**Run 1: M1 wires**

(2 px per um) Supply wires on this layer in grey. Cells faint in the background.
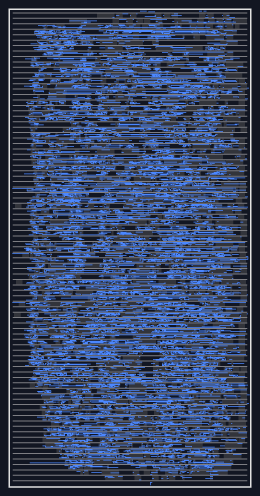
**Run 1: metal 2**

(2 px per um)
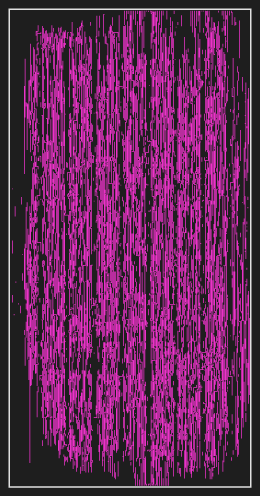
**Run 1: M3 wires**

(3 px per um) Cells faint in the background.
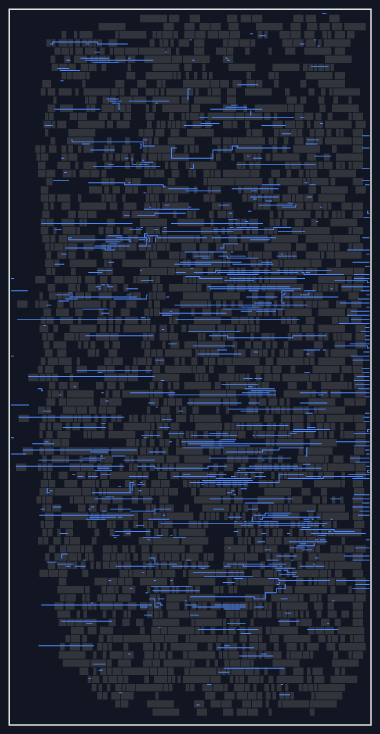
**config.mk**
```make
export PLATFORM = sky130hd
export DESIGN_NAME = alu_muldiv_flat
export DESIGN_NICKNAME = d
export VERILOG_FILES = /design/src/rtl/alu_muldiv_if.sv /design/src/rtl/alu_muldiv.sv /design/src/flat_wrapper.sv
export SDC_FILE = /design/constraint.sdc
export NUM_CORES = 1
export LEC_CHECK = 0
export CORE_ASPECT_RATIO = 2
export CORE_UTILIZATION = 53
export CTS_CLUSTER_SIZE = 40
export DETAILED_ROUTE_END_ITERATION = 10
export PLACE_DENSITY = 0.77
export SETUP_SLACK_MARGIN = 0.3
export SLEW_MARGIN = 20
export SYNTH_ARGS = -nofsm -noshare
export SYNTH_HDL_FRONTEND = slang
export SYNTH_SLANG_ARGS = --single-unit
```
**constraint.sdc**
```tcl
create_clock -name i_clk -period 6 [get_ports i_clk]
set_clock_uncertainty 0.15 [all_clocks]
set_input_delay 1.2 -clock i_clk [delete_from_list [all_inputs] [get_ports i_clk]]
set_output_delay 1.2 -clock i_clk [all_outputs]
set_load 0.05 [all_outputs]
```
**src/rtl/alu_muldiv_if.sv**
```systemverilog
// Handshake and result bundle between execute-stage control and the multiply/divide unit.
// MULDIV_DIV0_TRAP_EN adds the o_DivZero result flag.
interface alu_muldiv_if #(
  parameter int NBITS = 32,
  parameter int BOP   = 3
);
  logic             i_Start;
  logic [BOP-1:0]   i_Op;
  logic [NBITS-1:0] i_RegA;
  logic [NBITS-1:0] i_RegB;
  logic             i_Flush;
  logic             o_Busy;
  logic             o_Done;
  logic [NBITS-1:0] o_Hi;
  logic [NBITS-1:0] o_Lo;
`ifdef MULDIV_DIV0_TRAP_EN
  logic             o_DivZero;

  modport master (
    output i_Start, i_Op, i_RegA, i_RegB, i_Flush,
    input  o_Busy, o_Done, o_Hi, o_Lo, o_DivZero
  );
  modport slave (
    input  i_Start, i_Op, i_RegA, i_RegB, i_Flush,
    output o_Busy, o_Done, o_Hi, o_Lo, o_DivZero
  );
`else
  modport master (
    output i_Start, i_Op, i_RegA, i_RegB, i_Flush,
    input  o_Busy, o_Done, o_Hi, o_Lo
  );
  modport slave (
    input  i_Start, i_Op, i_RegA, i_RegB, i_Flush,
    output o_Busy, o_Done, o_Hi, o_Lo
  );
`endif
endinterface

```
**src/rtl/alu_muldiv.sv**
```systemverilog
// Iterative one-bit-per-cycle multiply/divide unit owning the HI/LO register pair.
// Optional MULDIV_DIV0_TRAP_EN: divide by zero skips the iteration and raises o_DivZero.
module alu_muldiv #(
  parameter int NBITS = 32,
  parameter int BOP   = 3
) (
  input  logic        i_clk,
  input  logic        i_reset,
  alu_muldiv_if.slave bus
);

  localparam int W2 = 2 * NBITS;
  localparam int CW = $clog2(NBITS) + 1;

  localparam logic [BOP-1:0] OP_MULT  = BOP'(0);
  localparam logic [BOP-1:0] OP_MULTU = BOP'(1);
  localparam logic [BOP-1:0] OP_DIV   = BOP'(2);
  localparam logic [BOP-1:0] OP_DIVU  = BOP'(3);
  localparam logic [BOP-1:0] OP_MTHI  = BOP'(4);
  localparam logic [BOP-1:0] OP_MTLO  = BOP'(5);

  typedef enum logic [1:0] {IDLE, CALC, FIX} state_t;

  state_t           state;
  logic [CW-1:0]    cnt;
  logic [W2-1:0]    acc;
  logic [NBITS-1:0] opnd;
  logic             is_div;
  logic             neg_q;
  logic             neg_r;
  logic             b_zero;
  logic [NBITS-1:0] hi_r;
  logic [NBITS-1:0] lo_r;
  logic             done_r;
`ifdef MULDIV_DIV0_TRAP_EN
  logic             div_zero_r;
`endif

  logic signed [NBITS-1:0] reg_a_s;
  logic signed [NBITS-1:0] reg_b_s;
  logic                    is_signed;
  logic                    a_neg;
  logic                    b_neg;
  logic [NBITS:0]          mul_sum;
  logic [NBITS:0]          div_shift;
  logic [NBITS:0]          div_diff;
  logic [W2-1:0]           acc_next;

  function automatic logic [NBITS-1:0] magnitude(input logic [NBITS-1:0] v, input logic neg);
    return neg ? (~v + 1'b1) : v;
  endfunction

  function automatic logic [NBITS-1:0] cond_neg(input logic [NBITS-1:0] v, input logic neg);
    return neg ? (~v + 1'b1) : v;
  endfunction

  function automatic logic [W2-1:0] cond_neg_wide(input logic [W2-1:0] v, input logic neg);
    return neg ? (~v + 1'b1) : v;
  endfunction

  assign reg_a_s   = bus.i_RegA;
  assign reg_b_s   = bus.i_RegB;
  assign is_signed = (bus.i_Op == OP_MULT) || (bus.i_Op == OP_DIV);
  assign a_neg     = is_signed && (reg_a_s < 0);
  assign b_neg     = is_signed && (reg_b_s < 0);

  // Iteration datapath: multiply adds into the upper half and shifts right,
  // divide shifts left and keeps the trial difference when it is non-negative.
  always_comb begin
    mul_sum   = {1'b0, acc[W2-1:NBITS]} + (acc[0] ? {1'b0, opnd} : '0);
    div_shift = acc[W2-1:NBITS-1];
    div_diff  = div_shift - {1'b0, opnd};
    acc_next  = {mul_sum, acc[NBITS-1:1]};
    if (is_div) begin
      if (div_diff[NBITS])
        acc_next = {div_shift[NBITS-1:0], acc[NBITS-2:0], 1'b0};
      else
        acc_next = {div_diff[NBITS-1:0], acc[NBITS-2:0], 1'b1};
    end
  end

  always_ff @(posedge i_clk or posedge i_reset) begin
    if (i_reset) begin
      state      <= IDLE;
      cnt        <= '0;
      acc        <= '0;
      opnd       <= '0;
      is_div     <= 1'b0;
      neg_q      <= 1'b0;
      neg_r      <= 1'b0;
      b_zero     <= 1'b0;
      hi_r       <= '0;
      lo_r       <= '0;
      done_r     <= 1'b0;
`ifdef MULDIV_DIV0_TRAP_EN
      div_zero_r <= 1'b0;
`endif
    end else begin
      done_r     <= 1'b0;
`ifdef MULDIV_DIV0_TRAP_EN
      div_zero_r <= 1'b0;
`endif
      case (state)
        IDLE: begin
          if (bus.i_Start && !bus.i_Flush) begin
            cnt <= '0;
            case (bus.i_Op)
              OP_MULT, OP_MULTU: begin
                opnd   <= magnitude(bus.i_RegA, a_neg);
                acc    <= {{NBITS{1'b0}}, magnitude(bus.i_RegB, b_neg)};
                neg_q  <= a_neg ^ b_neg;
                neg_r  <= 1'b0;
                b_zero <= 1'b0;
                is_div <= 1'b0;
                state  <= CALC;
              end
              OP_DIV, OP_DIVU: begin
                opnd   <= magnitude(bus.i_RegB, b_neg);
                acc    <= {{NBITS{1'b0}}, magnitude(bus.i_RegA, a_neg)};
                neg_q  <= a_neg ^ b_neg;
                neg_r  <= a_neg;
                b_zero <= (bus.i_RegB == '0);
                is_div <= 1'b1;
`ifdef MULDIV_DIV0_TRAP_EN
                state  <= (bus.i_RegB == '0) ? FIX : CALC;
`else
                state  <= CALC;
`endif
              end
              OP_MTHI: begin
                hi_r   <= bus.i_RegA;
                done_r <= 1'b1;
              end
              OP_MTLO: begin
                lo_r   <= bus.i_RegA;
                done_r <= 1'b1;
              end
              default: ;
            endcase
          end
        end
        CALC: begin
          if (bus.i_Flush) begin
            state <= IDLE;
          end else begin
            acc <= acc_next;
            cnt <= cnt + 1'b1;
            if (cnt == CW'(NBITS - 1))
              state <= FIX;
          end
        end
        FIX: begin
          state <= IDLE;
          if (!bus.i_Flush) begin
            done_r <= 1'b1;
`ifdef MULDIV_DIV0_TRAP_EN
            if (is_div && b_zero)
              div_zero_r <= 1'b1;
            else
`endif
            if (is_div) begin
              lo_r <= b_zero ? '1 : cond_neg(acc[NBITS-1:0], neg_q);
              hi_r <= cond_neg(acc[W2-1:NBITS], neg_r);
            end else begin
              {hi_r, lo_r} <= cond_neg_wide(acc, neg_q);
            end
          end
        end
        default: state <= IDLE;
      endcase
    end
  end

  assign bus.o_Busy    = (state != IDLE);
  assign bus.o_Done    = done_r;
  assign bus.o_Hi      = hi_r;
  assign bus.o_Lo      = lo_r;
`ifdef MULDIV_DIV0_TRAP_EN
  assign bus.o_DivZero = div_zero_r;
`endif

endmodule
```
**src/flat_wrapper.sv**
```systemverilog
// flat-port wrapper written by rule: the top's interface ports become plain ports
module alu_muldiv_flat 
#(
  parameter int NBITS = 32,
  parameter int BOP   = 3
)
  (i_clk, i_reset, bus_i_Start, bus_i_Op, bus_i_RegA, bus_i_RegB, bus_i_Flush, bus_o_Busy, bus_o_Done, bus_o_Hi, bus_o_Lo);
  alu_muldiv_if #(.NBITS(NBITS), .BOP(BOP)) bus_i ();
  input  logic i_clk;
  input  logic i_reset;
  input wire logic [$bits(bus_i.i_Start)-1:0] bus_i_Start;
  input wire logic [$bits(bus_i.i_Op)-1:0] bus_i_Op;
  input wire logic [$bits(bus_i.i_RegA)-1:0] bus_i_RegA;
  input wire logic [$bits(bus_i.i_RegB)-1:0] bus_i_RegB;
  input wire logic [$bits(bus_i.i_Flush)-1:0] bus_i_Flush;
  output wire logic [$bits(bus_i.o_Busy)-1:0] bus_o_Busy;
  output wire logic [$bits(bus_i.o_Done)-1:0] bus_o_Done;
  output wire logic [$bits(bus_i.o_Hi)-1:0] bus_o_Hi;
  output wire logic [$bits(bus_i.o_Lo)-1:0] bus_o_Lo;
  assign bus_i.i_Start = bus_i_Start;
  assign bus_i.i_Op = bus_i_Op;
  assign bus_i.i_RegA = bus_i_RegA;
  assign bus_i.i_RegB = bus_i_RegB;
  assign bus_i.i_Flush = bus_i_Flush;
  assign bus_o_Busy = bus_i.o_Busy;
  assign bus_o_Done = bus_i.o_Done;
  assign bus_o_Hi = bus_i.o_Hi;
  assign bus_o_Lo = bus_i.o_Lo;
  alu_muldiv #(.NBITS(NBITS), .BOP(BOP)) u_core (.i_clk(i_clk), .i_reset(i_reset), .bus(bus_i));
endmodule
```
==> deck_impl_summary.md, run 1 <==
Implementation Results

Final layout
  • Most frequent cells in the layout: nand2_1, a21oi_1, nor2_1, o21ai_0, dfrtp_1
  • Comb area share: 0.578
  • Number of diodes: 0
  • Flip-flops: 173
  • Invs w/o clock: 64
  • Filler cells: 2505
  • Final core utilization: 0.617
  • Most used logic cell in the final layout: nand2_1
  • Buffer share of cell area: 0.0901
  • Layout clock buffer count: 23
  • Storage cell area: 4330 um2
  • Layout area overhead: 14.7%
  • Largest class: multi-input combinational cells
  • Sequential cell area share: 0.256
  • Combinational Gates: 1547
  • Nets@finish: 2102
  • Bufs w/o clock: 157
  • Clock-cell share of area: 0.0357

Timing
  • Final Slew Violations: 0
  • Post-route setup TNS: 0 ns
  • Final setup vio count: 0
  • Worst Setup Slack, final: 1.60 ns
  • Crit path time final: 4.40 ns
  • Unrepaired setup endpoints after global routing: no
  • Endpoints failing hold: 0
  • Worst Max-Slew Pin Slew: 1.08 ns

Routing
  • Routed met3 length: 3770 um
  • Top sig layer: met4
  • DRT met1 WL: 18100 um
  • Routed len/inst: 23.5 um
  • Starting DRT DRC Count: 1305
  • Drt drc: 0
  • DR vias: 15.2k
  • Final wirelength: 54600 um

Worst hold path
  • Tightest Hold Check Type: reg2reg
  • Hold path endpoint: u_core.bus.o_Lo[31]

Yosys
  • Commonest cells in the netlist: nand2_1, a21oi_1, nor2_1
  • Cells after synthesis: 1898
  • Mux share: 0.0364
  • Simple-Gate Area Share: 0.190
  • Ao+oa area frac: 0.272
  • Yosys adder share: 0.0612
  • Post-Syn Area: 14800 um2
  • Synthesized net count: 2040
  • Top cell area share: 0.293
  • Yosys reg bits: 173
  • Synth area leader: dfrtp_1
  • Synth area leaders: dfrtp_1, a21oi_1, xnor2_1
  • Xor/xnor share: 0.101
  • Count leader, synth: nand2_1
  • Sequential share of the synthesized area: 0.293
  • Ys flop type: dfrtp_1
  • Number of synthesized flops with an enable pin: 0
  • Synth logic family: AND-OR/OR-AND gates
  • # Cells Yosys: 1898
  • Ys Warns: 0
  • Synth cell types: 83

GRT
  • Vias in the first global route: 15.2k
  • GRT Util Overall: 0.384
  • M1 GR Usage: 0.391
  • Met2 Use GR: 0.681
  • Initial antenna violation count: 0

Critical path
  • Critical path's largest stage delay: 0.80 ns
  • Crit end category: flip-flop
  • Cell chain of the critical path: inv_1 -> fa_1 -> nand2b_1 -> a21oi_1 -> o21ai_1 -> and3b_1 -> o211ai_2 -> a21oi_2 -> nor2_4 -> nand2_1 -> o221ai_1
  • Termination of the worst setup path: u_core.acc[57]
  • WP depth: 11
  • Slowest-stage cell, CP: nor2_4
  • Worst r2r dst: u_core.acc[57]
  • CP startpoint: u_core.acc[32]
  • FF-to-FF Start: u_core.acc[32]
  • Worst r2r path cells: 11
  • Critical-path maximum fanout: 25

Power
  • Biggest consumer: combinational logic
  • Power Density: 427 nW/um2
  • Comb. pwr: 4.09 mW
  • Pint: 3.70 mW
  • Sequential share of power: 0.269
  • Net Sw Frac: 0.488
  • Switch Pwr: 3.52 mW
  • Share of total power in the clock network: 0.164
  • Total power: 7.22 mW
  • Maximum vdd drop: 235 uV
  • Flop+latch power: 1.95 mW

Placed design
  • PortBufs: 136
  • RePlAce Congestion: 1.02
  • Setup slack at placement: 1.32 ns
  • Detailed Place HPWL: 41500 um

Die
  • Core ar.: 27400 um2
  • Std-Cell Rows: 86
  • Die area: 28600 um2
  • IO Pins: 137
  • Tap cell count: 352
  • Die H: 238 um

Clock network
  • Clock transition at the registers of the reported paths: 0.07 ns
  • Post-CTS Repair Setup Buffers: 0
  • Late-Pin Clk Latency: 0.46 ns
  • CTS Hold Buffers Added: 0
  • Post-CTS sizing: 0
  • Num CTS Buffers: 17
  • Root Buffer: clkbuf_16
  • TritonCTS clock tree: built
  • Clock tree buffer depth: 2

Job
  • Max-Cap Viols: 0
  • Log Warnings: 28

Status
  • Outcome: finished, final reports clean
Notes on 'M1 wires' above:
main direction	horizontal
share of all routed wire	33%
longest straight run	48.3 um
nets with wire on the layer	1931

Notes on 'metal 2' above:
main direction	vertical
share of all routed wire	51%

Notes on 'M3 wires' above:
share of all routed wire	6.9%
longest straight run	55.2 um
main direction	horizontal

run 1: stage by stage:
step | std cells | hold slack (ns)
final | 2325 | 0.328
after detailed placement | 2293 | 0.319
after global routing | 2325 | 0.354
after CTS | 2325 | 0.334
after global placement | 2293 | 0.311
after floorplan | 1898 | 0.300
run 1: logic make-up after synthesis:
kind of cell    after synthesis
compound gates              654
xor+xnor                    170
fa+ha+maj                    71
buf+inv                     178
flops                       173
mux                          53
simple gates                599
run 1: sequential cells by signal, indices dropped and copies added, names as in the netlist:
name,flops
u_core.neg_r,1
u_core.neg_q,1
u_core.bus.o_Done,1
u_core.state,2
u_core.is_div,1
u_core.bus.o_Lo,32
u_core.b_zero,1
u_core.cnt,6
u_core.opnd,32
u_core.bus.o_Hi,32
u_core.acc,64
==> run 2, diff against run 1 <==
PLACE_DENSITY = 0.75   (was 0.77)
clock period = 4.1 ns   (was 6 ns; I/O delays follow)
**Run 2: routing congestion map**

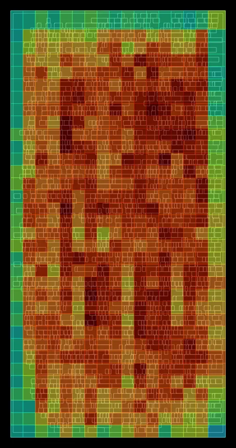
GRT busiest layer: met2
M1 GR Usage: 0.417
met3 Use GR: 0.0554
final core utilization: 0.641

**Run 2: signal wires on met4**

(2 px per um) Supply wires on this layer in grey. Cells faint in the background.
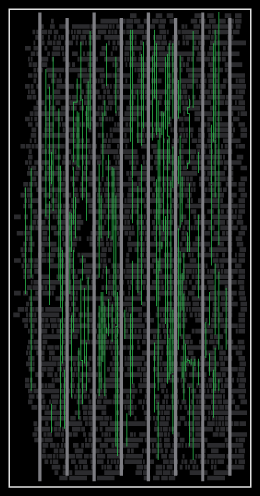
nets with wire on the layer	116
longest straight run	122 um
wire length on this layer	4900 um
share of all routed wire	8.6%

==> run 2 against run 1 <==
Sequential power up 41%. Fmax grew 18%. Critical endpoint is now u_core.acc[61]. Critical path type unchanged. Design area increased by 3.9%.
==> deck_impl_summary.md, run 2 <==
Implementation Results

Critical path
  • FF-to-FF setup slack: 0.36 ns
  • FF-to-FF Start: u_core.acc[31]
  • Critical-path maximum fanout: 10 (-60%)
  • Critical path class: reg2reg
  • Slowest-stage cell, CP: or4b_2
  • WP depth: 12 (+1)
  • Crit end category: flip-flop
  • Type of origin of the critical path: flip-flop
  • Crit path buffers/inverters: 1
  • Cell chain of the critical path: inv_1 -> ha_1 -> fa_1 -> nand2b_1 -> a21oi_1 -> o21ai_1 -> and3b_1 -> o211ai_2 -> a21oi_4 -> or4b_2 -> mux2i_1 -> nor2_1
  • Critical path's largest stage delay: 0.68 ns (-0.12 ns)
  • CP Data Arrival Time: 3.94 ns
  • Crit path max-delay family: simple AND/OR/NAND/NOR gates
  • Critical Path RT: 4.30 ns
  • Worst r2r path cells: 12 (+1)
  • Worst r2r dst: u_core.acc[61]

Yosys
  • Yosys adder share: 0.0612 (unchanged)
  • Fraction of registers with async set/reset: 1.00
  • Synth cell types: 83 (unchanged)
  • Synth area leader: dfrtp_1
  • Count leader, synth: nand2_1
  • Ys flop type: dfrtp_1
  • Xor/xnor share: 0.101 (unchanged)
  • Yosys reg bits: 173 (unchanged)
  • Cells after synthesis: 1898 (unchanged)
  • Post-Syn Area: 14800 um2 (unchanged)
  • Simple-Gate Area Share: 0.190 (unchanged)
  • Ao+oa area frac: 0.272 (unchanged)
  • Mux share: 0.0364 (unchanged)
  • Synth area leaders: dfrtp_1, a21oi_1, xnor2_1
  • Syn Area/Cell: 7.78 um2
  • Commonest cells in the netlist: nand2_1, a21oi_1, nor2_1
  • Ys Warns: 0 (unchanged)
  • # Cells Yosys: 1898 (unchanged)
  • Synth logic family: AND-OR/OR-AND gates
  • Synthesized net count: 2040 (unchanged)
  • Top cell area share: 0.293 (unchanged)
  • Sequential share of the synthesized area: 0.293 (unchanged)
  • Synthesis area per yosys: 14800 um2
  • Number of synthesized flops with an enable pin: 0 (unchanged)

Die
  • Tap cell count: 352 (unchanged)
  • Std-Cell Rows: 86 (unchanged)
  • DIE WIDTH: 120 um
  • Core ar.: 27400 um2 (unchanged)
  • IO Pins: 137 (unchanged)
  • Die H: 238 um (unchanged)
  • Die area: 28600 um2 (unchanged)
  • FP Util: 0.538

Power
  • Switch Pwr: 5.29 mW (+50%)
  • Logic pwr share: 0.593
  • Clk power: 1.65 mW
  • Power Density: 614 nW/um2 (+44%)
  • Share of total power in the clock network: 0.153 (-0.011)
  • Pint: 5.51 mW (+49%)
  • Flop+latch power: 2.74 mW (+41%)
  • Comb. pwr: 6.41 mW (+57%)
  • Sequential share of power: 0.254 (-0.015)
  • Total power: 10.8 mW (+49%)
  • Net Sw Frac: 0.490 (+0.00201)
  • Biggest consumer: combinational logic
  • Leak pwr: 7.67 nW
  • Maximum vdd drop: 350 uV (+49%)

Timing
  • Worst Hold Margin: 0.328 ns (+0.000383 ns)
  • Worst Setup Slack, final: 0.357 ns (-1.24 ns)
  • Post-route setup TNS: 0 ns (unchanged)
  • Fmax: 267 MHz
  • Endpoints failing hold: 0 (unchanged)
  • Final setup vio count: 0 (unchanged)
  • Unrepaired setup endpoints after global routing: yes
  • Crit path time final: 3.74 ns (-0.660 ns)
  • Final Slew Violations: 0 (unchanged)
  • Period utilisation layout: 0.913
  • Worst Max-Slew Pin Slew: 0.992 ns (-0.0859 ns)

Final layout
  • Most used logic cell in the final layout: nand2_1
  • Bufs w/o clock: 241 (+54%)
  • Largest reg by FF count: u_core.acc
  • Fin cells: 2409 (+3.6%)
  • Buffer share of cell area: 0.125 (+0.0353)
  • Combinational Gates: 1547 (unchanged)
  • Layout area overhead: 19.1%
  • Logic area: 9800 um2
  • Largest class: multi-input combinational cells
  • Comb area share: 0.557 (-0.0212)
  • Nets@finish: 2186 (+4.0%)
  • Most frequent cells in the layout: nand2_1, a21oi_1, nor2_1, o21ai_0, dfrtp_1
  • Layout cells sized above 1: 0.0895
  • Invs w/o clock: 64 (unchanged)
  • Storage cell area: 4330 um2 (unchanged)
  • Clock-cell share of area: 0.0326 (-0.00304)
  • Layout clock buffer count: 18 (-22%)
  • Flip-flops: 173 (unchanged)
  • Sequential cell area share: 0.246 (-0.00956)
  • Filler cells: 2454 (-2.0%)
  • Number of diodes: 0 (unchanged)
  • Largest register FFs: 64 (unchanged)

Clock network
  • CTS Hold Buffers Added: 0 (unchanged)
  • Clock transition at the registers of the reported paths: 0.07 ns (about the same)
  • Clock tree buffer depth: 2 (unchanged)
  • Root Buffer: clkbuf_16
  • Post-CTS sizing: 0 (unchanged)
  • CTS Sinks: 173
  • CTS H-tree lvls: 4
  • Late-Pin Clk Latency: 0.47 ns (about the same)
  • Post-CTS Repair Setup Buffers: 0 (unchanged)
  • TritonCTS clock tree: built
  • Num CTS Buffers: 17 (unchanged)

Routing
  • DR vias: 15.8k (+3.7%)
  • Final wirelength: 56900 um (+4.2%)
  • Routed Antenna Nets: 0
  • Routed len/inst: 23.6 um (+0.60%)
  • Starting DRT DRC Count: 1391 (+6.6%)
  • Drt drc: 0 (unchanged)

GRT
  • Vias in the first global route: 15.4k (+1.8%)
  • Initial antenna violation count: 0 (unchanged)
  • Largest net degree at the start of global routing: 65
  • GRT Util Overall: 0.400 (+0.0163)
  • First-pass GRT wire length: 85800 um
  • Total gr overflow: 0

Placed design
  • PortBufs: 136 (unchanged)
  • DP Area: 17000 um2
  • Cells after DPL: 2377 (+3.7%)
  • Detailed Place HPWL: 44300 um (+6.8%)
  • RePlAce Congestion: 1.07 (+4.7%)
  • Setup slack at placement: 0.192 ns (-1.13 ns)

Job
  • Max-Cap Viols: 0 (unchanged)
  • Log Warnings: 27 (-3.6%)

Worst hold path
  • Tightest Hold Check Type: reg2reg
  • Hold path endpoint: u_core.bus.o_Lo[20]
  • Worst Hold Depth: 2

Status
  • Outcome: finished, final reports clean
-- run 2: routing by layer --
metal  share of wire  global-route usage  wire, um  vias up
li1                -                   -         -     7128
met1            0.34               0.417     19200     7514
met2            0.51               0.707     29100      851
met3           0.066              0.0554      3740      286
met4           0.086               0.321      4900        0
met5               0                   0         0        -
-- run 2: worst max-delay path by stage --
stage	start	to	slack [ns]
floorplan	bus_i_RegB[4]	u_core.acc[29]	0.83
global placement	bus_i_RegB[4]	u_core.acc[29]	0.23
detailed placement	bus_i_RegB[4]	u_core.acc[29]	0.19
CTS	u_core.acc[31]	u_core.acc[61]	0.40
global route	u_core.acc[31]	u_core.acc[61]	0.24
finish	u_core.acc[31]	u_core.acc[61]	0.36
==> run 3, diff against run 2 <==
--- a/config.mk
+++ b/config.mk
@@ -11,3 +11,3 @@
 export DETAILED_ROUTE_END_ITERATION = 10
-export PLACE_DENSITY = 0.75
+export PLACE_DENSITY = 0.79
 export SETUP_SLACK_MARGIN = 0.3
--- a/constraint.sdc
+++ b/constraint.sdc
@@ -4,2 +4,2 @@
 set_output_delay 0.82 -clock i_clk [all_outputs]
-set_load 0.05 [all_outputs]
+set_load 0.01 [all_outputs]
**Run 3: metal 2**

(2 px per um)
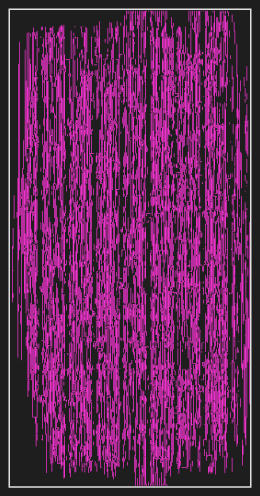
share of all routed wire	50%
nets with wire on the layer	1838
longest straight run	98.1 um
wire length on this layer	28.4 mm
main direction	vertical

**Run 3: signal wires on met4**

(2 px per um) Supply wires on this layer in grey. Cells faint in the background.
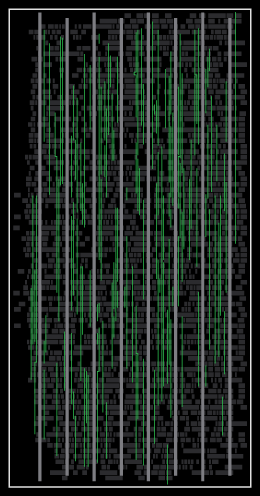
main direction	vertical
wire length on this layer	5390 um
share of all routed wire	9.5%
nets with wire on the layer	109
longest straight run	127 um

==> run 3 against run 2 <==
Via count decreased by 0.78%. Fmax increased by 0.62%. Core utilization down 0.10 points. Non-clock buffer count is 7 lower. Combinational power shrank 9.4%. Die area did not move. Design area is 0.16% lower.
==> deck_impl_summary.md, run 3 <==
Implementation Results

Critical path
  • Type of origin of the critical path: flip-flop
  • CP startpoint: u_core.acc[0]
  • FF-to-FF setup slack: 0.38 ns (+0.02 ns)
  • Cell chain of the critical path: inv_1 -> buf_12 -> nor2_1 -> ha_1 -> a21oi_1 -> o21ai_0 -> or2_2 -> a2111oi_0 -> buf_4 -> or3_1 -> a21oi_1 -> or3_1 -> a32oi_1 -> o21ai_0
  • Slowest-stage cell, CP: dfrtp_1
  • Termination of the worst setup path: u_core.acc[60]
  • Critical-path maximum fanout: 30 (+20)
  • Crit path buffers/inverters: 3 (+2)
  • Critical path's largest stage delay: 0.40 ns (-0.28 ns)
  • Worst r2r path cells: 14 (+2)
  • Critical Path RT: 4.28 ns (-0.02 ns)
  • Crit end category: flip-flop

Timing
  • Final Slew Violations: 0 (unchanged)
  • Final setup vio count: 0 (unchanged)
  • Worst Setup Slack, final: 0.381 ns (+0.0232 ns)
  • Endpoints failing hold: 0 (unchanged)
  • Crit path time final: 3.72 ns (-0.0232 ns)

Yosys
  • Ys flop type: dfrtp_1
  • Synthesis area per yosys: 14800 um2 (unchanged)
  • Syn Area/Cell: 7.78 um2 (unchanged)
  • Count leader, synth: nand2_1
  • Post-Syn Area: 14800 um2 (unchanged)
  • # Cells Yosys: 1898 (unchanged)
  • Synth cell types: 83 (unchanged)
  • Yosys adder share: 0.0612 (unchanged)
  • Synth area leaders: dfrtp_1, a21oi_1, xnor2_1
  • Number of synthesized flops with an enable pin: 0 (unchanged)
  • Simple-Gate Area Share: 0.190 (unchanged)
  • Cells after synthesis: 1898 (unchanged)
  • Fraction of registers with async set/reset: 1.00 (unchanged)
  • Synth area leader: dfrtp_1

Final layout
  • Combinational Gates: 1547 (unchanged)
  • Storage cell area: 4330 um2 (unchanged)
  • Sequential cell area share: 0.246 (+0.000385)
  • Layout area overhead: 18.9%
  • Bufs w/o clock: 234 (-2.9%)
  • Layout clock buffer count: 24 (+6)
  • Largest reg by FF count: u_core.acc
  • Most used logic cell in the final layout: nand2_1
  • Number of diodes: 0 (unchanged)
  • Clock-cell share of area: 0.0351 (+0.00247)
  • Most frequent cells in the layout: nand2_1, a21oi_1, nor2_1, o21ai_0, dfrtp_1
  • Logic area: 9790 um2 (about the same)
  • Nets@finish: 2179 (-0.32%)
  • Largest class: multi-input combinational cells
  • Largest register FFs: 64 (unchanged)
  • Invs w/o clock: 64 (unchanged)

Clock network
  • Late-Pin Clk Latency: 0.46 ns (about the same)
  • Clock tree buffer depth: 2 (unchanged)
  • CTS Hold Buffers Added: 0 (unchanged)
  • Post-CTS Repair Setup Buffers: 0 (unchanged)
  • Num CTS Buffers: 17 (unchanged)
  • Root Buffer: clkbuf_16
  • Post-CTS sizing: 0 (unchanged)
  • Clock transition at the registers of the reported paths: 0.07 ns (about the same)

Placed design
  • Cells after DPL: 2370 (-0.29%)
  • PortBufs: 136 (unchanged)
  • Setup slack at placement: 0.164 ns (-0.0272 ns)

Routing
  • Drt drc: 0 (unchanged)
  • Routed Antenna Nets: 0 (unchanged)
  • Final wirelength: 56700 um (-0.27%)

GRT
  • Total gr overflow: 0 (unchanged)
  • Vias in the first global route: 15.8k (+2.1%)
  • GRT Util Overall: 0.401 (+0.000802)
  • Initial antenna violation count: 1 (+1)

Die
  • IO Pins: 137 (unchanged)
  • Die area: 28600 um2 (unchanged)
  • Tap cell count: 352 (unchanged)
  • FP Util: 0.538 (unchanged)

Power
  • Total power: 10.3 mW (-4.4%)
  • Leak pwr: 7.64 nW (-0.34%)
  • Maximum vdd drop: 352 uV (+0.56%)

Job
  • Log Warnings: 26 (-3.7%)
  • Max-Cap Viols: 0 (unchanged)

Status
  • Outcome: finished, final reports clean
[run 3: cell types whose count changed in the layout (fill, tap and decap cells not counted), sizes merged]
cell	delta
buf	-7
bufinv	+1
clkbuf	+6
clkinv	-4
clkinvlp	+2
inv	-5
[run 3: power breakdown]
part           switching, mW  internal, mW
clock network          0.731         0.996
logic                   3.36          2.45
registers              0.640          2.15
[run 3: routing by layer]
| layer | GRT usage | part of all wire | vias up |
|---|---|---|---|
| met5 | 0 | 0.00021 | - |
| met1 | 0.401 | 0.34 | 7436 |
| li1 | - | - | 7105 |
| met4 | 0.352 | 0.095 | 2 |
| met2 | 0.697 | 0.50 | 815 |
| met3 | 0.0786 | 0.067 | 298 |
Power is estimated from default activity; no workload was simulated.
